$ cat config.mk
export PLATFORM = sky130hd
export DESIGN_NAME = prog_loader
export DESIGN_NICKNAME = d
export VERILOG_FILES = /design/src/rtl/prog_loader.sv
export SDC_FILE = /design/constraint.sdc
export NUM_CORES = 1
export LEC_CHECK = 0
export ABC_CLOCK_PERIOD_IN_PS = 4000
export CORE_MARGIN = 10
export CORE_UTILIZATION = 45
export CTS_CLUSTER_DIAMETER = 120
export DETAILED_ROUTE_END_ITERATION = 10
export PLACE_DENSITY_LB_ADDON = 0.15
export SETUP_SLACK_MARGIN = 0.02
export SLEW_MARGIN = 20
export SYNTH_ARGS = -nofsm -noshare
export SYNTH_HDL_FRONTEND = slang
export SYNTH_SLANG_ARGS = --single-unit
$ cat constraint.sdc
create_clock -name clk -period 4 [get_ports clk]
set_clock_uncertainty 0.2 [all_clocks]
set_input_delay 0.8 -clock clk [delete_from_list [all_inputs] [get_ports clk]]
set_output_delay 0.8 -clock clk [all_outputs]
set_load 0.03 [all_outputs]
$ cat src/rtl/prog_loader.sv
//------------------------------------------------------------------------------
// prog_loader
// Program-memory writer: gathers a byte stream into little-endian 32-bit
// instruction words and writes them to byte addresses 0, 4, 8, ...
// cpu_hold keeps the core stalled from reset until a load has completed.
// Optional feature macro: LOADER_CHECKSUM_EN (trailing XOR checksum byte).
// Revision: 1.0 - initial release
//------------------------------------------------------------------------------
`default_nettype none

module prog_loader #(
  parameter int ADDR_WIDTH = 8,
  parameter int MEM_WORDS  = 256
) (
  input  logic                  clk,
  input  logic                  rst_n,
  input  logic                  start,
  input  logic [ADDR_WIDTH:0]   word_count,
  input  logic [7:0]            byte_in,
  input  logic                  byte_valid,
  output logic                  byte_ready,
  output logic                  mem_we,
  output logic [63:0]           mem_addr,
  output logic [31:0]           mem_wdata,
  output logic                  cpu_hold,
  output logic                  busy,
  output logic                  done,
  output logic                  error
);

  // Largest word count that still fits in program memory.
  localparam logic [ADDR_WIDTH:0] C_MAX_CNT = (ADDR_WIDTH+1)'(MEM_WORDS);
  localparam logic [ADDR_WIDTH:0] C_IDX_ONE = (ADDR_WIDTH+1)'(1);

`ifdef LOADER_CHECKSUM_EN
  typedef enum logic [2:0] {
    S_IDLE    = 3'd0,
    S_COLLECT = 3'd1,
    S_WRITE   = 3'd2,
    S_FINISH  = 3'd3,
    S_CHECK   = 3'd4
  } state_t;
`else
  typedef enum logic [1:0] {
    S_IDLE    = 2'd0,
    S_COLLECT = 2'd1,
    S_WRITE   = 2'd2,
    S_FINISH  = 2'd3
  } state_t;
`endif

  state_t                state_q, state_d;
  logic [ADDR_WIDTH:0]   cnt_q,   cnt_d;
  logic [ADDR_WIDTH:0]   idx_q,   idx_d;
  logic [1:0]            bcnt_q,  bcnt_d;
  logic [31:0]           word_q,  word_d;
  logic                  busy_q,  busy_d;
  logic                  done_q,  done_d;
  logic                  error_q, error_d;
  logic                  hold_q,  hold_d;
`ifdef LOADER_CHECKSUM_EN
  logic [7:0]            xor_q,   xor_d;
`endif

  // State and datapath registers; a low rst_n returns everything to its idle values.
  always_ff @(posedge clk) begin
    if (!rst_n) begin
      state_q <= S_IDLE;
      cnt_q   <= '0;
      idx_q   <= '0;
      bcnt_q  <= '0;
      word_q  <= '0;
      busy_q  <= 1'b0;
      done_q  <= 1'b0;
      error_q <= 1'b0;
      hold_q  <= 1'b1;
`ifdef LOADER_CHECKSUM_EN
      xor_q   <= '0;
`endif
    end else begin
      state_q <= state_d;
      cnt_q   <= cnt_d;
      idx_q   <= idx_d;
      bcnt_q  <= bcnt_d;
      word_q  <= word_d;
      busy_q  <= busy_d;
      done_q  <= done_d;
      error_q <= error_d;
      hold_q  <= hold_d;
`ifdef LOADER_CHECKSUM_EN
      xor_q   <= xor_d;
`endif
    end
  end

  // Next-state logic plus the byte_ready / mem_we strobes decoded from the state.
  always_comb begin
    state_d    = state_q;
    cnt_d      = cnt_q;
    idx_d      = idx_q;
    bcnt_d     = bcnt_q;
    word_d     = word_q;
    busy_d     = busy_q;
    done_d     = done_q;
    error_d    = error_q;
    hold_d     = hold_q;
`ifdef LOADER_CHECKSUM_EN
    xor_d      = xor_q;
`endif
    byte_ready = 1'b0;
    mem_we     = 1'b0;

    case (state_q)
      S_IDLE: begin
        if (start) begin
          // Any accepted request invalidates the current image until it completes.
          cnt_d  = word_count;
          idx_d  = '0;
          bcnt_d = '0;
          word_d = '0;
          hold_d = 1'b1;
          done_d = 1'b0;
`ifdef LOADER_CHECKSUM_EN
          xor_d  = '0;
`endif
          if (word_count > C_MAX_CNT) begin
            error_d = 1'b1;
            busy_d  = 1'b0;
          end else begin
            error_d = 1'b0;
            busy_d  = 1'b1;
            if (word_count == '0) begin
`ifdef LOADER_CHECKSUM_EN
              state_d = S_CHECK;
`else
              state_d = S_FINISH;
`endif
            end else begin
              state_d = S_COLLECT;
            end
          end
        end
      end

      S_COLLECT: begin
        byte_ready = 1'b1;
        if (byte_valid) begin
          word_d[{bcnt_q, 3'b000} +: 8] = byte_in;
          bcnt_d = bcnt_q + 2'd1;
`ifdef LOADER_CHECKSUM_EN
          xor_d  = xor_q ^ byte_in;
`endif
          if (bcnt_q == 2'd3) begin
            state_d = S_WRITE;
          end
        end
      end

      S_WRITE: begin
        mem_we = 1'b1;
        idx_d  = idx_q + C_IDX_ONE;
        if ((idx_q + C_IDX_ONE) == cnt_q) begin
`ifdef LOADER_CHECKSUM_EN
          state_d = S_CHECK;
`else
          state_d = S_FINISH;
`endif
        end else begin
          state_d = S_COLLECT;
        end
      end

      S_FINISH: begin
        done_d  = 1'b1;
        busy_d  = 1'b0;
        hold_d  = 1'b0;
        state_d = S_IDLE;
      end

`ifdef LOADER_CHECKSUM_EN
      S_CHECK: begin
        byte_ready = 1'b1;
        if (byte_valid) begin
          if (byte_in == xor_q) begin
            state_d = S_FINISH;
          end else begin
            // Corrupt image: report failure and keep the core stalled.
            error_d = 1'b1;
            busy_d  = 1'b0;
            done_d  = 1'b0;
            hold_d  = 1'b1;
            state_d = S_IDLE;
          end
        end
      end
`endif

      default: begin
        state_d = S_IDLE;
      end
    endcase
  end

  // Write address is the word index scaled to bytes; bits above it stay zero.
  assign mem_addr  = {{(64-ADDR_WIDTH-2){1'b0}}, idx_q[ADDR_WIDTH-1:0], 2'b00};
  assign mem_wdata = word_q;
  assign cpu_hold  = hold_q;
  assign busy      = busy_q;
  assign done      = done_q;
  assign error     = error_q;

endmodule

`default_nettype wire

Layout detail:
Window x 65 to 95, y 12 to 42 um. Cells in grey, sequential cells in the stronger grey; small squares are vias.
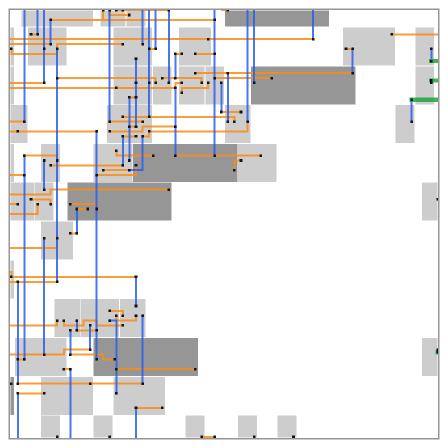
legend:
  green:
    layer: met3
  blue:
    layer: met2
  orange:
    layer: met1
cells with their middle in the window: 35
sequential cells in the window: 4
most frequent: conb_1 (10), dfxtp_1 (4), clkdlybuf4s50_1 (4)

Clock distribution:
Scale bar: 20 um.
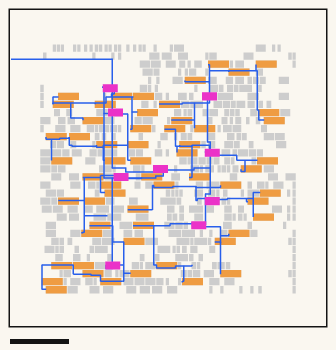
legend:
  magenta:
    item: cells driving clock nets
    count: 9
  blue:
    item: clock wires
    length: 841 um
  orange:
    item: flip-flops
    count: 58
routed clock nets: 10

==> qor.yml <==
placed_design:
  gp_congestion: 0.824
  dpl_cell_area_um2: 3810
  portBuffers: 66
  hpwlAfterDp_um: 6420
pwr:
  leakage_nw: 1.47
  powerComb_mw: 0.228
  power.density_nw_per_um2: 329
  p_int_mw: 0.907
  peakVddDrop_mv: 0.190
worst_setup_path:
  crit_chain: "nand2b_2 -> inv_2 -> clkdlybuf4s50_1"
  cp.depth: 3
  cp-start-kind: "flop"
  r2r_cells: 5
  rr_endpoint: "mem_wdata[28]$_SDFFE_PN0P_"
  cpPeakStageDelay_ps: 710
  path_delay_family: "buffers and inverters"
  cp_slowest_cell: "clkdlybuf4s50_1"
  path_buffers: 2
layout:
  nets: 474
  flops: 58
  mi_logic_area_um2: 1820
  buf_share_pct: 17.1
  seq_area_um2: 1160
  largest_class: "logic gates"
  fillers: 725
  final_cell_mix: "clkdlybuf4s50_1, dfxtp_1, conb_1"
  buffers: 69
  clk_share_pct: 4.27
  fin_area_um2: 3980
yosys:
  yosys_warnings: 0
  synthAoiAreaFrac_pct: 20.3
  ys_top_cells_by_count: "buf_4, dfxtp_1, nand2_1"
  mux_share_pct: 0.296
  syn-cell-area_um2: 3380
  top_cell_area_share_pct: 34.3
  yosys_cells: 395
  synth_sequential_area_ratio_pct: 34.3
  synth_cell_type_count: 49
  syn_inst: 395
  xor_area_share_pct: 2.85
grt:
  antenna_found_initial: 0
  grt_max_degree: 44
  use_met3_pct: 6.53
  grt_first_pass_wirelength_um: 13900
run:
  warnings: 30
  drv_cap: 0
routing:
  drtPass1Iterations: 4
  wl_met1_um: 3620
  wl_met3_um: 808
  via_count: 2713
  wire_per_inst_um: 15.6
sta:
  holdWs_ps: 260
  rsz0062_at_grt: "no"
  hold_viol_final: 0
  drv_slew: 0
clock_network:
  cts_tree: "built"
  cts_max_path_buffers: 2
  worstSkewPairLatency_ps: 340
  htreeDepth: 3
  clock_sinks: 58
  post_cts_buffers: 0
  clk_pin_slew_ps: 70
min_path:
  min_to: "mem_wdata[27]$_SDFFE_PN0P_"
status:
  status: "finished, final reports clean"
floorplan:
  io_pins: 123
  core_um2: 7290
  initial_core_util_pct: 46.4
Sequential cells coloured by netlist name:
Scale bar: 20 um. Other sequential cells in the stronger grey, the rest of the logic in the fainter grey.
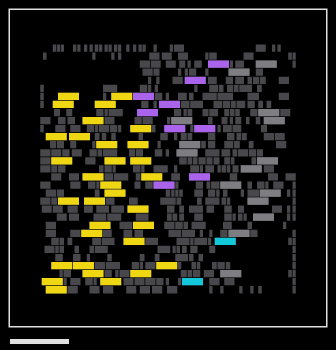
legend:
  cyan:
    signal: bcnt_q
    sequential_cells: 2
  purple:
    signal: cnt_q
    sequential_cells: 9
  yellow:
    signal: mem_wdata
    sequential_cells: 32
not coloured: 15

Power and IR drop assume default switching activity.
